$ cat config.mk
export PLATFORM = sky130hd
export DESIGN_NAME = intc
export DESIGN_NICKNAME = d
export VERILOG_FILES = /design/src/rtl/intc_pkg.sv /design/src/rtl/intc_sync.sv /design/src/rtl/intc.sv
export SDC_FILE = /design/constraint.sdc
export NUM_CORES = 1
export LEC_CHECK = 0
export ABC_AREA = 1
export ABC_CLOCK_PERIOD_IN_PS = 6200
export CORE_MARGIN = 4
export CORE_UTILIZATION = 30
export DETAILED_ROUTE_END_ITERATION = 10
export SETUP_SLACK_MARGIN = 0.2
export SYNTH_ARGS = -nofsm -noshare
export SYNTH_HDL_FRONTEND = slang
export SYNTH_SLANG_ARGS = --single-unit
$ cat constraint.sdc
create_clock -name clk -period 6.2 [get_ports clk]
set_input_delay 1.24 -clock clk [delete_from_list [all_inputs] [get_ports clk]]
set_output_delay 1.24 -clock clk [all_outputs]
set_load 0.05 [all_outputs]
$ cat src/rtl/intc_pkg.sv
// Shared definitions for the interrupt controller: register indices,
// claim-word layout, hard_int bit assignment and the claim priority helper.
package intc_pkg;

  localparam int N_SRC = 5;

  // Word index of each register on the data-memory bus port
  typedef enum logic [2:0] {
    INTC_PENDING = 3'd0,
    INTC_MASK    = 3'd1,
    INTC_MODE    = 3'd2,
    INTC_CLAIM   = 3'd3,
    INTC_COUNT   = 3'd4,
    INTC_COMPARE = 3'd5,
    INTC_STATUS  = 3'd6,
    INTC_RSVD    = 3'd7
  } intc_reg_e;

  // Bit set in a claim read when a source was found
  localparam int INTC_CLAIM_VALID = 31;

  // hard_int layout: [4:0] external sources 1:1, [5] timer (cop0 CAUSE[15:10])
  localparam int HINT_TIMER = 5;

  // Out of reset every source is rising-edge qualified
  localparam logic [N_SRC-1:0] MODE_RESET = '1;

  // Lowest-index set bit of v: returns {found, id[4:0]}
  function automatic logic [5:0] lowest_set(input logic [N_SRC-1:0] v);
    logic [5:0] r;
    r = '0;
    for (int i = N_SRC - 1; i >= 0; i--) begin
      if (v[i]) r = {1'b1, 5'(i)};
    end
    return r;
  endfunction

endpackage

$ cat src/rtl/intc_sync.sv
// One request line: two-flop synchronizer followed by a rising-edge
// detector; set_o is the qualified "mark pending" condition.
module intc_sync (
  input  logic clk,
  input  logic rst,
  input  logic irq_i,
  input  logic mode_i,
  output logic set_o
);

  logic s1_q, s2_q, prev_q;

  // Synchronize the asynchronous request and keep the previous synced value
  always_ff @(posedge clk or posedge rst) begin
    if (rst) begin
      s1_q   <= 1'b0;
      s2_q   <= 1'b0;
      prev_q <= 1'b0;
    end else begin
      s1_q   <= irq_i;
      s2_q   <= s1_q;
      prev_q <= s2_q;
    end
  end

  // Edge mode fires only on a 0->1 transition, level mode while high
  assign set_o = mode_i ? (s2_q & ~prev_q) : s2_q;

endmodule

$ cat src/rtl/intc.sv
// Interrupt controller feeding cop0 hard_int[5:0]: five qualified external
// sources latched as pending and masked onto [4:0], count/compare timer on [5],
// serviced through a word-addressed register port.
module intc
  import intc_pkg::*;
(
  input  logic             clk,
  input  logic             rst,
  input  logic [N_SRC-1:0] irq,
  input  logic [2:0]       addr,
  input  logic             wr,
  input  logic             rd,
  input  logic [31:0]      wdata,
  output logic [31:0]      rdata,
  output logic [5:0]       hard_int
);

  logic [N_SRC-1:0] set_w;
  logic [N_SRC-1:0] pend_q, pend_d, mask_q, mode_q, clr_w;
  logic [31:0]      count_q, count_d, cmp_q, rd_val;
  logic             tpend_q, tpend_d;
  logic [5:0]       claim_w;
  logic [5:0]       hint_d;

  for (genvar g = 0; g < N_SRC; g++) begin : g_sync
    intc_sync u_sync (
      .clk    (clk),
      .rst    (rst),
      .irq_i  (irq[g]),
      .mode_i (mode_q[g]),
      .set_o  (set_w[g])
    );
  end

  assign claim_w = lowest_set(pend_q & mask_q);

  // Read mux over the current (pre-write) register values
  always_comb begin
    rd_val = '0;
    case (intc_reg_e'(addr))
      INTC_PENDING: rd_val = {27'b0, pend_q};
      INTC_MASK:    rd_val = {27'b0, mask_q};
      INTC_MODE:    rd_val = {27'b0, mode_q};
      INTC_CLAIM: begin
        if (claim_w[5]) begin
          rd_val[INTC_CLAIM_VALID] = 1'b1;
          rd_val[4:0]              = claim_w[4:0];
        end
      end
      INTC_COUNT:   rd_val = count_q;
      INTC_COMPARE: rd_val = cmp_q;
      INTC_STATUS:  rd_val = {26'b0, hard_int};
      default:      rd_val = '0;
    endcase
  end

  // Next-state for pending bits, timer and output vector
  always_comb begin
    clr_w = '0;
    if (wr && addr == INTC_PENDING) clr_w = wdata[N_SRC-1:0];
    // Claiming an edge source consumes it; level sources stay until quiesced
    if (rd && addr == INTC_CLAIM && claim_w[5] && mode_q[claim_w[2:0]])
      clr_w[claim_w[2:0]] = 1'b1;
    // New requests win over any clear in the same cycle
    pend_d  = (pend_q & ~clr_w) | set_w;
    count_d = (wr && addr == INTC_COUNT) ? wdata : count_q + 32'd1;
    // A COMPARE write beats a coincident match
    tpend_d = (wr && addr == INTC_COMPARE) ? 1'b0
            : (tpend_q | ((count_q == cmp_q) && (cmp_q != 32'd0)));
    hint_d                 = '0;
    hint_d[N_SRC-1:0]      = pend_q & mask_q;
    hint_d[HINT_TIMER]     = tpend_q;
  end

  // Architectural state and registered outputs
  always_ff @(posedge clk or posedge rst) begin
    if (rst) begin
      pend_q   <= '0;
      mask_q   <= '0;
      mode_q   <= MODE_RESET;
      count_q  <= '0;
      cmp_q    <= '0;
      tpend_q  <= 1'b0;
      rdata    <= '0;
      hard_int <= '0;
    end else begin
      pend_q   <= pend_d;
      count_q  <= count_d;
      tpend_q  <= tpend_d;
      hard_int <= hint_d;
      if (wr && addr == INTC_MASK)    mask_q <= wdata[N_SRC-1:0];
      if (wr && addr == INTC_MODE)    mode_q <= wdata[N_SRC-1:0];
      if (wr && addr == INTC_COMPARE) cmp_q  <= wdata;
      if (rd)                         rdata  <= rd_val;
    end
  end

endmodule

Fig. 1: run 1, cell placement
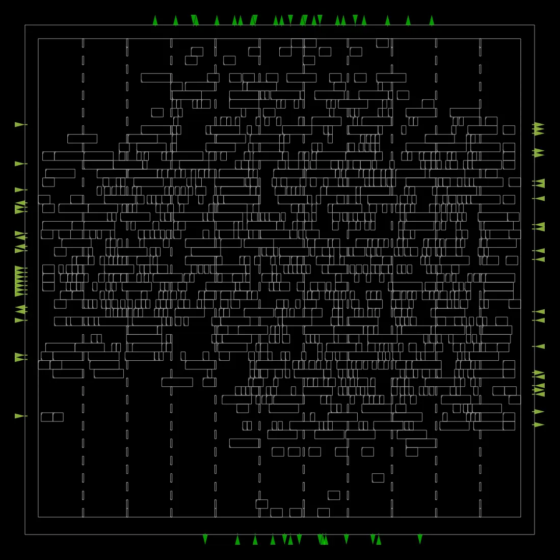
Util after Layout: 37.79%
sequential portion of the cell area: 39.09%
number of core rows: 55
Tap Count: 285

Fig. 2: run 1, routed metal, one colour a layer
Two of the layers only.
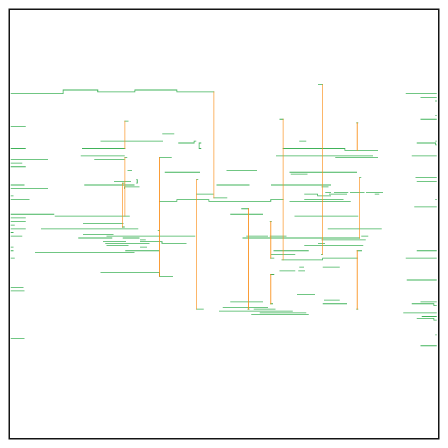
layer	colour	wire length
M3	green	1390 µm
M4	orange	412 µm
Vias: 6304
GRT Util Overall: 16.87%
final wirelength: 21.40 mm
routed len/inst: 16.73 µm

==> flow_metrics.py, run 1 <==
# Physical implementation metrics
metrics = {
    "layout": {
        "n_antenna_cell": 0,
        "mi_logic_area_um2": 3020,
        "area_growth_pct": 24.15,
        "final_layout_size_suffix_gt1_share_pct": 8.048,
    },
    "synthesis": {
        "ys_async_sr_fraction_pct": 100.0,
        "top_area_cell": "dfrtp_1",
        "synth_flop_count": 133,
        "area_leaders": "dfrtp_1, nand2_1, o21ai_0",
        "ys_seq_share_pct": 48.53,
        "netlist_area_um2": 6870,
        "synth-main-ff-cell": "dfrtp_1",
        "edf_count": 0,
        "ys_warn_count": 0,
        "yosysUniqueCellTypes": 39,
        "top_cell": "nand2_1",
    },
    "clock_network": {
        "insertion_delay_ns": 0.43,
        "post_cts_resized": 0,
        "cts_tree": "built",
        "ctsRootBufferMaster": "clkbuf_16",
        "clkSinkCount": 133,
        "path_clk_slew_ns": 0.06,
    },
    "global_routing": {
        "grt_pass1_vias": 6276,
        "grt_start_max_net_pins": 89,
        "grt_overflow": 0,
        "antenna_found_initial": 0,
    },
    "sta": {
        "fin_setup_tns_ns": 0,
        "finalHoldViolations": 0,
        "period_minus_slack_ns": 3.599,
        "slew_headroom_pct": 27.03,
        "finalSetupViolCount": 0,
    },
    "power_and_ir_drop": {
        "p_switching_mw": 1.093,
        "power.density_nw_per_um2": 353.4,
        "power.leakage_nw": 3.924,
        "swShare_pct": 36.27,
    },
    "die": {
        "core_area_um2": 22570,
        "chipArea_um2": 25390,
        "die.size.y_um": 159.3,
        "fp.dieW_um": 159.3,
    },
    "critical_path": {
        "end_kind": "flip-flop",
        "cp.arrival_ns": 3.90,
        "worstSetupPathType": "in -> reg",
        "crit_fanout": 33,
        "cp.required_ns": 6.50,
    },
    "status": {
        "outcome": "finished, final reports clean",
    },
    "worst_hold_path": {
        "hold_path_class": "reg -> reg",
    },
    "routing": {
        "ant_nets": 0,
        "first_pass_iters": 5,
        "drc": 0,
    },
    "place": {
        "dp_hpwl_mm": 15.59,
    },
    "run": {
        "warnings": 26,
    },
}
Fig. 3: run 1, sequential cells grouped by signal name
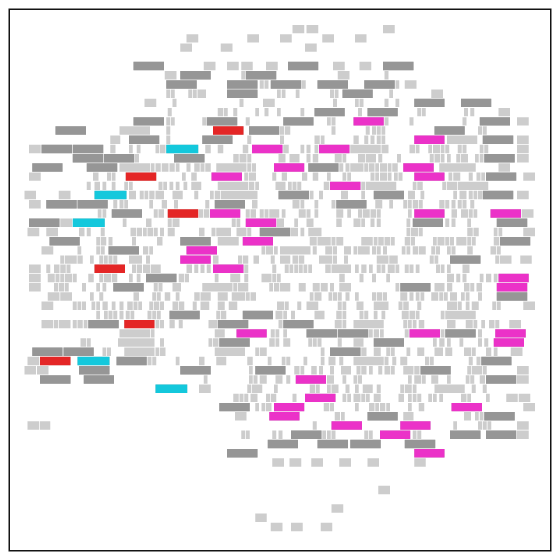
netlist name	colour	flops
cmp_q	magenta	32
mode_q	cyan	5
hard_int	red	6
not coloured	90
FF+latch area: 3334 µm²
Seq power: 1.18 mW

Fig. 4: run 1, wires at chosen ports, followed through buffers
Bar = 50 µm.
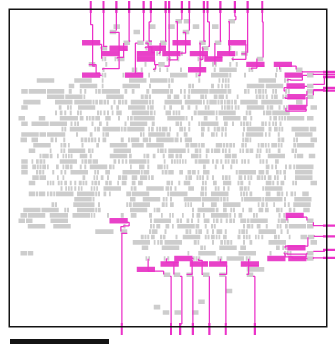
port	colour	bits	direction	edge	end cells	buffers	wire
rdata	magenta	32	output	16 top, 9 right, 7 bottom	32	32	1010 µm
# IOs: 82
IO buf count: 81

-- run 1: cell families after synthesis --
family / count (synthesis) / share of synthesized area, %
AND/OR/NAND/NOR: 508 / 31.45
flip-flops: 133 / 48.53
AND-OR/OR-AND: 121 / 9.780
buffers and inverters: 121 / 7.503
XOR/XNOR: 20 / 2.550
adder cells (fa/ha/maj): 1 / 0.1821
-- run 1: worst paths after layout --
check	start	end	slack, ns	depth (start not counted)
setup reg to reg	count_q[0]	count_q[10]	4.12	7
setup / recovery	addr[2]	cmp_q[1]	2.60	9
max in group asynchronous	rst	cmp_q[11]	3.72	3
hold reg to reg	g_sync[3].u_sync.s1_q	g_sync[3].u_sync.s2_q	0.35	0
min in group asynchronous	rst	g_sync[2].u_sync.s1_q	1.35	2
hold / removal	g_sync[3].u_sync.s1_q	g_sync[3].u_sync.s2_q	0.35	0
-- run 1: cells in the final DEF (no fill, tap or decap), types with 10 or more instances in the layout --
cell	synthesis	layout
clkdlybuf4s50_1	0	81
nand4_1	20	20
nor2_1	56	56
xnor2_1	10	10
a31oi_1	13	13
nand2_1	353	353
clkbuf_16	0	17
nor3_1	13	13
o21ai_0	66	66
nand3_1	35	35
inv_1	86	85
xor2_1	10	10
o22ai_1	25	25
dfrtp_1	128	128
-- run 1: metal layers --
layer / global-route usage, % / share of wire, %
met1: 22.37 / 45
met5: 0 / 0
met3: 3.676 / 6.5
met4: 5.089 / 1.9
met2: 27.79 / 47
-- run 1: power by group through the flow --
stage / clock network (mW) / registers [mW] / logic [mW]
finish: 1.07 / 1.18 / 0.763
global placement: 0 / 1.19 / 0.754
floorplan: 0 / 1.23 / 0.452
global route: 1.13 / 1.20 / 0.846
CTS: 1.09 / 1.18 / 0.765
detailed placement: 0 / 1.19 / 0.761
-- run 1: metrics by stage --
stage          std cells  total power, mW  hold WS, ns  setup WS (ns)  area, µm²
3_3_place_gp        1247            1.946       0.3341          2.227       7910
5_1_grt             1279            3.174       0.3517          2.402       8529
4_1_cts             1279            3.028       0.3488          2.576       8529
2_1_floorplan        904            1.687       0.3312          1.414       6870
3_5_place_dp        1247            1.951       0.3347          2.140       7910
6_report            1279            3.015       0.3472          2.601       8529
-- run 1: critical path: stages --
cell	delay (ns)
clkdlybuf4s50_1	0.52
inv_2	0.08
nor2_2	0.14
nand2_2	0.48
nor2_4	0.73
buf_4	0.40
inv_1	0.13
nand2_1	0.07
o21ai_0	0.07
-- run 1: final cells by class --
cell class / instances / share of cell area (%)
Multi-Input combinational cell: 650 / 35.41
Sequential cell: 133 / 39.09
Timing Repair Buffer: 85 / 9.858
Clock inverter: 15 / 2.274
Clock buffer: 17 / 4.988
Tap cell: 285 / 4.181
Inverter: 94 / 4.195
-- run 1: flip-flops by register name (all words and copies together), names as in the netlist --
register and flops:
tpend_q 1, count_q 32, rdata 32, g_sync.u_sync.prev_q 5, g_sync.u_sync.s1_q 5, mode_q 5
mask_q 5, cmp_q 32, pend_q 5, hard_int 6, g_sync.u_sync.s2_q 5
==> run 1 -> run 2 <==
--- a/config.mk
+++ b/config.mk
@@ -6,7 +6,7 @@
 export NUM_CORES = 1
 export LEC_CHECK = 0
 export ABC_AREA = 1
-export ABC_CLOCK_PERIOD_IN_PS = 6200
+export ABC_CLOCK_PERIOD_IN_PS = 3200
 export CORE_MARGIN = 4
 export CORE_UTILIZATION = 30
 export DETAILED_ROUTE_END_ITERATION = 10
==> constraint.sdc (replaced) <==
create_clock -name clk -period 3.2 [get_ports clk]
set_input_delay 0.64 -clock clk [delete_from_list [all_inputs] [get_ports clk]]
set_output_delay 0.64 -clock clk [all_outputs]
set_load 0.05 [all_outputs]
Fig. 5: run 2, sequential cells grouped by signal name
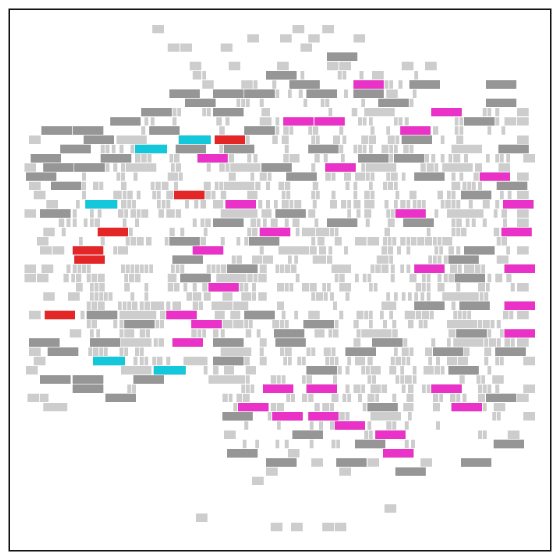
netlist name	colour	flops
hard_int	red	6
cmp_q	magenta	32
mode_q	cyan	5
Util after Layout: 38.15%
Seq power: 2.29 mW

Fig. 6: run 2, metal 2
Bar = 50 µm.
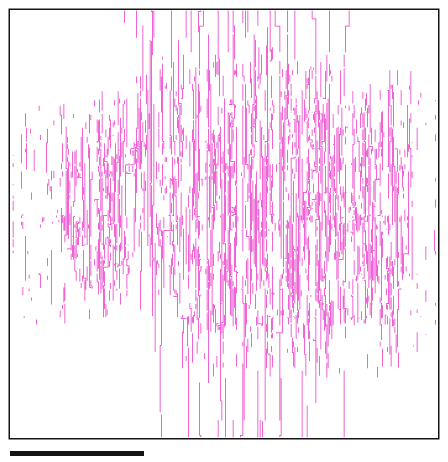
wire length on this layer	10700 µm
longest straight run	57.8 µm
final wirelength: 21.79 mm
Vias: 6180

Fig. 7: run 2, routed metal, one colour a layer
Two of the layers only.
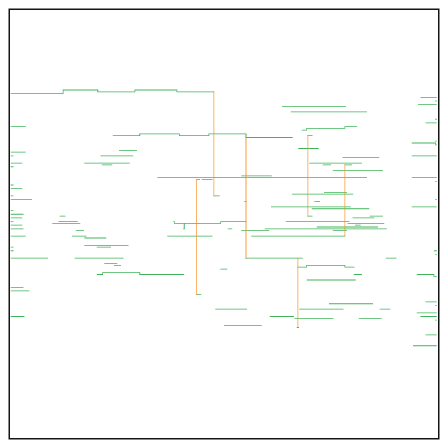
layer	colour	wire length
M3	green	1180 µm
M4	orange	209 µm
routed len/inst: 16.99 µm
GRT Util Overall: 17.44%

==> run 2 against run 1 <==
Effect of this change:
- first-iteration DRC count decreased by 3.4%
- synthesized cell count unchanged
- highest routed layer unchanged
- die size unchanged
==> flow_metrics.py, run 2 <==
# Physical implementation metrics
metrics = {
    "status": {
        "outcome": "finished, final reports clean",
    },
    "die": {
        "die.size.y_um": 159.3,
        "ioPinCount": 82,
        "fp.dieW_um": 159.3,
        "core_area_um2": 22570,
        "row_count": 55,
        "chipArea_um2": 25390,
    },
    "clock_network": {
        "cts_buffer_depth": 2,
        "clkSinkCount": 133,
        "cts_buffers": 17,
        "post_cts_resized": 0,
        "cts_tree": "built",
        "holdBufCountCts": 0,
        "insertion_delay_ns": 0.43,
        "path_clk_slew_ns": 0.06,
        "ctsRootBufferMaster": "clkbuf_16",
    },
    "routing": {
        "ant_nets": 0,
        "drc": 0,
        "drt_iter0_markers": 512,
        "first_pass_iters": 7,
        "via_per_inst": 4.821,
    },
    "sta": {
        "slew_headroom_pct": 46.87,
        "finalSetupViolCount": 0,
        "finalHoldViolations": 0,
        "fin_setup_tns_ns": 0,
        "period_minus_slack_ns": 2.306,
        "rsz0062_at_grt": "false",
    },
    "synthesis": {
        "ys_async_sr_fraction_pct": 100.0,
        "common_cells": "nand2_1, dfrtp_1, inv_1",
        "top_area_cell": "dfrtp_1",
        "top_cell": "nand2_1",
        "area_leaders": "dfrtp_1, nand2_1, o21ai_0",
        "netlist_area_um2": 6870,
        "ys_seq_share_pct": 48.53,
        "yosys-stat-area_um2": 6870,
        "edf_count": 0,
        "synth-main-ff-cell": "dfrtp_1",
        "synth_flop_count": 133,
        "yosysUniqueCellTypes": 39,
        "ys_warn_count": 0,
    },
    "worst_hold_path": {
        "min_path_cells": 0,
        "holdPathEnd": "g_sync[4].u_sync.s2_q",
        "hold_path_class": "reg -> reg",
        "min_from": "g_sync[4].u_sync.s1_q",
    },
    "global_routing": {
        "antenna_found_initial": 0,
        "grt_overflow": 0,
        "grt_pass1_vias": 6250,
        "grt_start_max_net_pins": 134,
    },
    "power_and_ir_drop": {
        "power.density_nw_per_um2": 694.3,
        "power.leakage_nw": 3.953,
        "power_mw": 5.979,
    },
    "critical_path": {
        "cp.required_ns": 2.56,
        "slowest_stage": "clkdlybuf4s50_1",
        "r2r_end": "count_q[10]",
        "crit_fanout": 2,
        "critPathTopFamily": "buffers and inverters",
        "cp.arrival_ns": 1.67,
        "critPathLaunchType": "flip-flop",
        "r2r_cells": 7,
        "worstSetupPathType": "reg -> out",
        "r2r_slack_ns": 1.12,
        "r2r-start": "count_q[0]",
        "cp_slowest_stage_delay_ns": 0.83,
        "crit_chain": "clkdlybuf4s50_1",
        "cp_num_buf_inv": 1,
        "end_kind": "output port",
    },
    "layout": {
        "final-instance-count-excl-fill": 1282,
        "layout_top_cell": "nand2_1",
        "layout_top_cells": "nand2_1, dfrtp_1, inv_1, clkdlybuf4s50_1, o21ai_0",
        "regArea_um2": 3334,
        "area_growth_pct": 25.35,
        "mi_logic_area_um2": 3020,
        "final_layout_size_suffix_gt1_share_pct": 8.225,
        "top_regs": "cmp_q (32), count_q (32), rdata (32)",
        "n_antenna_cell": 0,
    },
    "run": {
        "warnings": 28,
    },
    "place": {
        "gp_congestion": 0.9157,
        "placedCellCount": 1250,
        "io_buffers": 81,
        "dp_hpwl_mm": 15.87,
    },
}
-- run 2: cell types whose count changed in the layout (fill, tap and decap cells not counted), sizes merged --
cell	previous run	this run
inv	99	93
buf	4	7
bufinv	3	5
clkinv	5	7
clkbuf	17	18
clkinvlp	2	3
-- run 2: final cells by class --
type / count / share of cell area (%)
clock buffer: 18 / 4.983
inverter: 94 / 4.141
clock inverter: 14 / 2.630
tap: 285 / 4.141
timing repair buffer: 88 / 10.32
sequential: 133 / 38.72
multi-input combinational: 650 / 35.07
-- run 2: how the worst max path moves through the flow --
stage,slack (ns),cells after the start,from,to
3_3_place_gp,0.66,7,addr[0],rdata[4]
3_5_place_dp,0.60,7,addr[0],count_q[27]
4_1_cts,0.87,1,rdata[2],rdata[2]
5_1_grt,0.85,1,rdata[2],rdata[2]
6_report,0.89,1,rdata[2],rdata[2]
2_1_floorplan,0.91,1,rst,cmp_q[0]
-- run 2: cell families after synthesis --
kind of cell	after synthesis	synth area share (%)
AOI/OAI and AO/OA	121	9.780
xor gates and xnor gates	20	2.550
adders and majority gates	1	0.1821
buffers and inverters	121	7.503
DFF	133	48.53
and+or+nand+nor	508	31.45
-- run 2: where the power goes --
group	internal [mW]	leakage, nW	switching (mW)
combinational	0.502	2.03	0.980
sequential	1.98	1.61	0.316
clock	1.39	0.311	0.811
-- run 2: metal layers --
layer	part of all wire (%)	GRT usage, %	vias up
met4	0.95	3.787	0
li1	-	-	3056
met1	45	23.36	2931
met3	5.4	3.935	15
met2	49	29.07	178
met5	0	0	-
-- run 2: stage by stage --
step,cell area [µm²],hold slack (ns),worst slack [ns]
global placement,7956,0.3339,0.6629
finish,8612,0.3482,0.8937
global route,8612,0.3619,0.8477
floorplan,6874,0.3312,0.9129
CTS,8612,0.3489,0.8655
detailed placement,7956,0.3347,0.5999
==> run 2 -> run 3 <==
--- a/config.mk
+++ b/config.mk
@@ -6,7 +6,7 @@
 export NUM_CORES = 1
 export LEC_CHECK = 0
 export ABC_AREA = 1
-export ABC_CLOCK_PERIOD_IN_PS = 3200
+export ABC_CLOCK_PERIOD_IN_PS = 2100
 export CORE_MARGIN = 4
 export CORE_UTILIZATION = 30
 export DETAILED_ROUTE_END_ITERATION = 10
==> constraint.sdc (replaced) <==
create_clock -name clk -period 2.1 [get_ports clk]
set_input_delay 0.42 -clock clk [delete_from_list [all_inputs] [get_ports clk]]
set_output_delay 0.42 -clock clk [all_outputs]
set_load 0.05 [all_outputs]
Fig. 8: run 3, wires at chosen ports, followed through buffers
Bar = 50 µm.
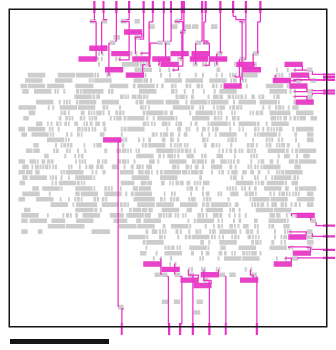
port	colour	bits	direction	edge	end cells	buffers	wire
rdata	magenta	32	output	16 top, 9 right, 7 bottom	32	32	1020 µm

Fig. 9: run 3, metal 2
Bar = 50 µm.
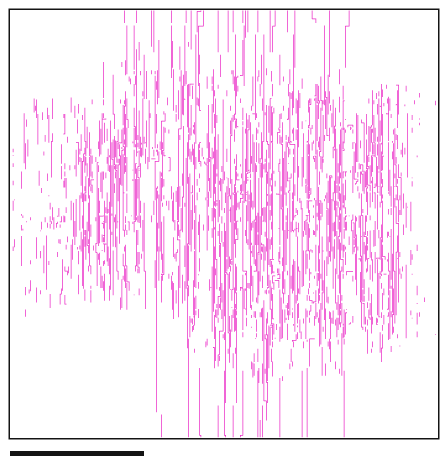
longest straight run	83.3 µm
share of all routed wire	48%
nets with wire on the layer	836
wire length on this layer	10500 µm
main direction	vertical
met2 usage: 28.31%
Vias: 6287
final wirelength: 21.66 mm

Fig. 10: run 3, routed metal, one colour a layer
Two of the layers only.
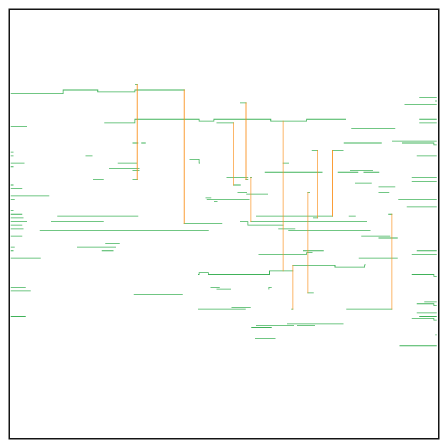
layer	colour	wire length
M3	green	1150 µm
M4	orange	348 µm
routed len/inst: 16.71 µm
GRT Util Overall: 17.51%

==> run 3 against run 2 <==
Effect of this change:
- clock power increased by 48%
- total power increased by 51%
- clock skew increased by 0.00077 ns
- cell count increased by 1.1%
- critical path type unchanged
- first-iteration DRC count increased by 4.1%
- hold slack got worse by 0.033 ns
- sequential share of layout area decreased by 0.42 points
- via count increased by 1.7%
- global-route usage increased by 0.074 points
==> flow_metrics.py, run 3 <==
# Physical implementation metrics
metrics = {
    "critical_path": {
        "crit_chain": "dlygate4sd2_1",
        "r2r_slack_ns": 0.35,
        "r2r-start": "count_q[1]",
        "worstSetupPathDepth": 1,
        "slowest_stage": "dlygate4sd2_1",
        "worstSetupPathType": "reg -> out",
        "end_kind": "output port",
        "setup.worst_path.start": "rdata[3]",
        "cp_slowest_stage_delay_ns": 0.55,
        "r2r_end": "count_q[10]",
        "critPathLaunchType": "flip-flop",
        "cp.arrival_ns": 1.38,
        "cp.required_ns": 1.68,
        "cp_num_buf_inv": 1,
        "r2r_cells": 7,
        "critPathTopFamily": "buffers and inverters",
    },
    "die": {
        "fp-utilization_pct": 30.44,
        "fp.dieW_um": 159.3,
        "die.size.y_um": 159.3,
        "ioPinCount": 82,
        "row_count": 55,
        "core_area_um2": 22570,
    },
    "worst_hold_path": {
        "hold_path_class": "in -> async",
    },
    "sta": {
        "slew_headroom_pct": 57.57,
        "rsz0062_at_grt": "false",
        "finalSetupViolCount": 0,
        "finalHoldViolations": 0,
    },
    "layout": {
        "layout_top_cell": "nand2_1",
        "final_layout_size_suffix_gt1_share_pct": 9.693,
        "layout_top_cells": "nand2_1, dfrtp_1, inv_1, o21ai_0, nor2_1",
        "area_growth_pct": 26.72,
        "stdcell_area_um2": 8706,
        "final-instance-count-excl-fill": 1296,
    },
    "global_routing": {
        "antenna_found_initial": 0,
        "grt_start_max_net_pins": 45,
        "grt_overflow": 0,
        "grt_pass1_vias": 6384,
    },
    "routing": {
        "drc": 0,
        "routed.top_layer": "met4",
        "met2RoutedLength_mm": 10.48,
        "met3_length_mm": 1.149,
        "via_per_inst": 4.851,
        "drt_iter0_markers": 533,
        "wl_met1_mm": 9.684,
        "ant_nets": 0,
    },
    "power_and_ir_drop": {
        "clkPwrFrac_pct": 36.1,
        "seq_power_share_pct": 38.7,
        "power.density_nw_per_um2": 1034,
        "p_comb_share_pct": 25.3,
        "swShare_pct": 35.62,
        "power.leakage_nw": 4.164,
        "power.internal_mw": 5.796,
        "p_switching_mw": 3.207,
    },
    "synthesis": {
        "yosys-stat-area_um2": 6870,
        "top_area_cell": "dfrtp_1",
        "netlist_area_um2": 6870,
        "ys_seq_share_pct": 48.53,
        "top_cell": "nand2_1",
        "common_cells": "nand2_1, dfrtp_1, inv_1",
        "ys_warn_count": 0,
        "edf_count": 0,
        "synth-main-ff-cell": "dfrtp_1",
        "ys_async_sr_fraction_pct": 100.0,
        "synth_flop_count": 133,
        "yosysUniqueCellTypes": 39,
    },
    "clock_network": {
        "ctsRootBufferMaster": "clkbuf_16",
        "cts_tree": "built",
        "insertion_delay_ns": 0.43,
        "cts_buffers": 17,
        "holdBufCountCts": 0,
        "cts_buffer_depth": 2,
        "path_clk_slew_ns": 0.06,
    },
    "place": {
        "io_buffers": 81,
        "place_area_um2": 8112,
        "gp_congestion": 0.9194,
        "dp_hpwl_mm": 16.28,
    },
    "status": {
        "outcome": "finished, final reports clean",
    },
    "run": {
        "warnings": 27,
    },
}
[run 3: area by class of cell]
cell class	count	area (µm²)	share of cell area [%]
Clock buffer	18	439.2	5.045
Tap cell	285	356.6	4.096
Multi-Input combinational cell	650	3023	34.72
Sequential cell	133	3334	38.30
Clock inverter	14	200.2	2.300
Inverter	94	356.6	4.096
Timing Repair Buffer	102	996.0	11.44
[run 3: cell families after synthesis]
family / count (synthesis) / share of synthesized area [%]
AND-OR/OR-AND: 121 / 9.780
XOR/XNOR: 20 / 2.550
adder cells (fa/ha/maj): 1 / 0.1821
buffers and inverters: 121 / 7.503
flip-flops: 133 / 48.53
AND/OR/NAND/NOR: 508 / 31.45
[run 3: through the flow]
stage | setup TNS (ns) | power, mW | utilization (%) | hold WS [ns] | setup slack [ns]
2_1_floorplan | 0 | 4.982 | - | 0.3312 | 0.03290
3_3_place_gp | -0.05386 | 5.824 | 35.94 | 0.3325 | -0.03446
3_5_place_dp | -0.1335 | 5.841 | 35.94 | 0.3365 | -0.04229
4_1_cts | 0 | 9.065 | 38.56 | 0.3123 | 0.2533
5_1_grt | 0 | 9.513 | 38.57 | 0.3292 | 0.2046
6_report | 0 | 9.003 | 38.57 | 0.3148 | 0.3047
[run 3: worst max-delay path by stage]
| stage | end | slack [ns] |
|---|---|---|
| after global routing | count_q[24] | 0.20 |
| after floorplan | cmp_q[0] | 0.03 |
| after detailed placement | pend_q[2] | -0.04 |
| final | rdata[3] | 0.30 |
| after global placement | pend_q[2] | -0.03 |
| after CTS | rdata[3] | 0.25 |
[run 3: power groups by stage]
stage / registers (mW) / logic, mW / clock network (mW)
floorplan: 3.65 / 1.34 / 0
global placement: 3.52 / 2.31 / 0
detailed placement: 3.52 / 2.33 / 0
CTS: 3.48 / 2.28 / 3.31
global route: 3.54 / 2.54 / 3.43
finish: 3.48 / 2.28 / 3.25
[run 3: timing repair]
action,in CTS,in global routing
endpoints found under the setup margin,38,1
pin swaps,0,0
resized,38,1
[run 3: layer usage]
layer / global-route usage [%] / up-vias
met5: 0 / -
met4: 5.128 / 0
met3: 4.996 / 25
met2: 28.31 / 174
met1: 22.98 / 3001
li1: - / 3087
Power and IR drop assume default switching activity.
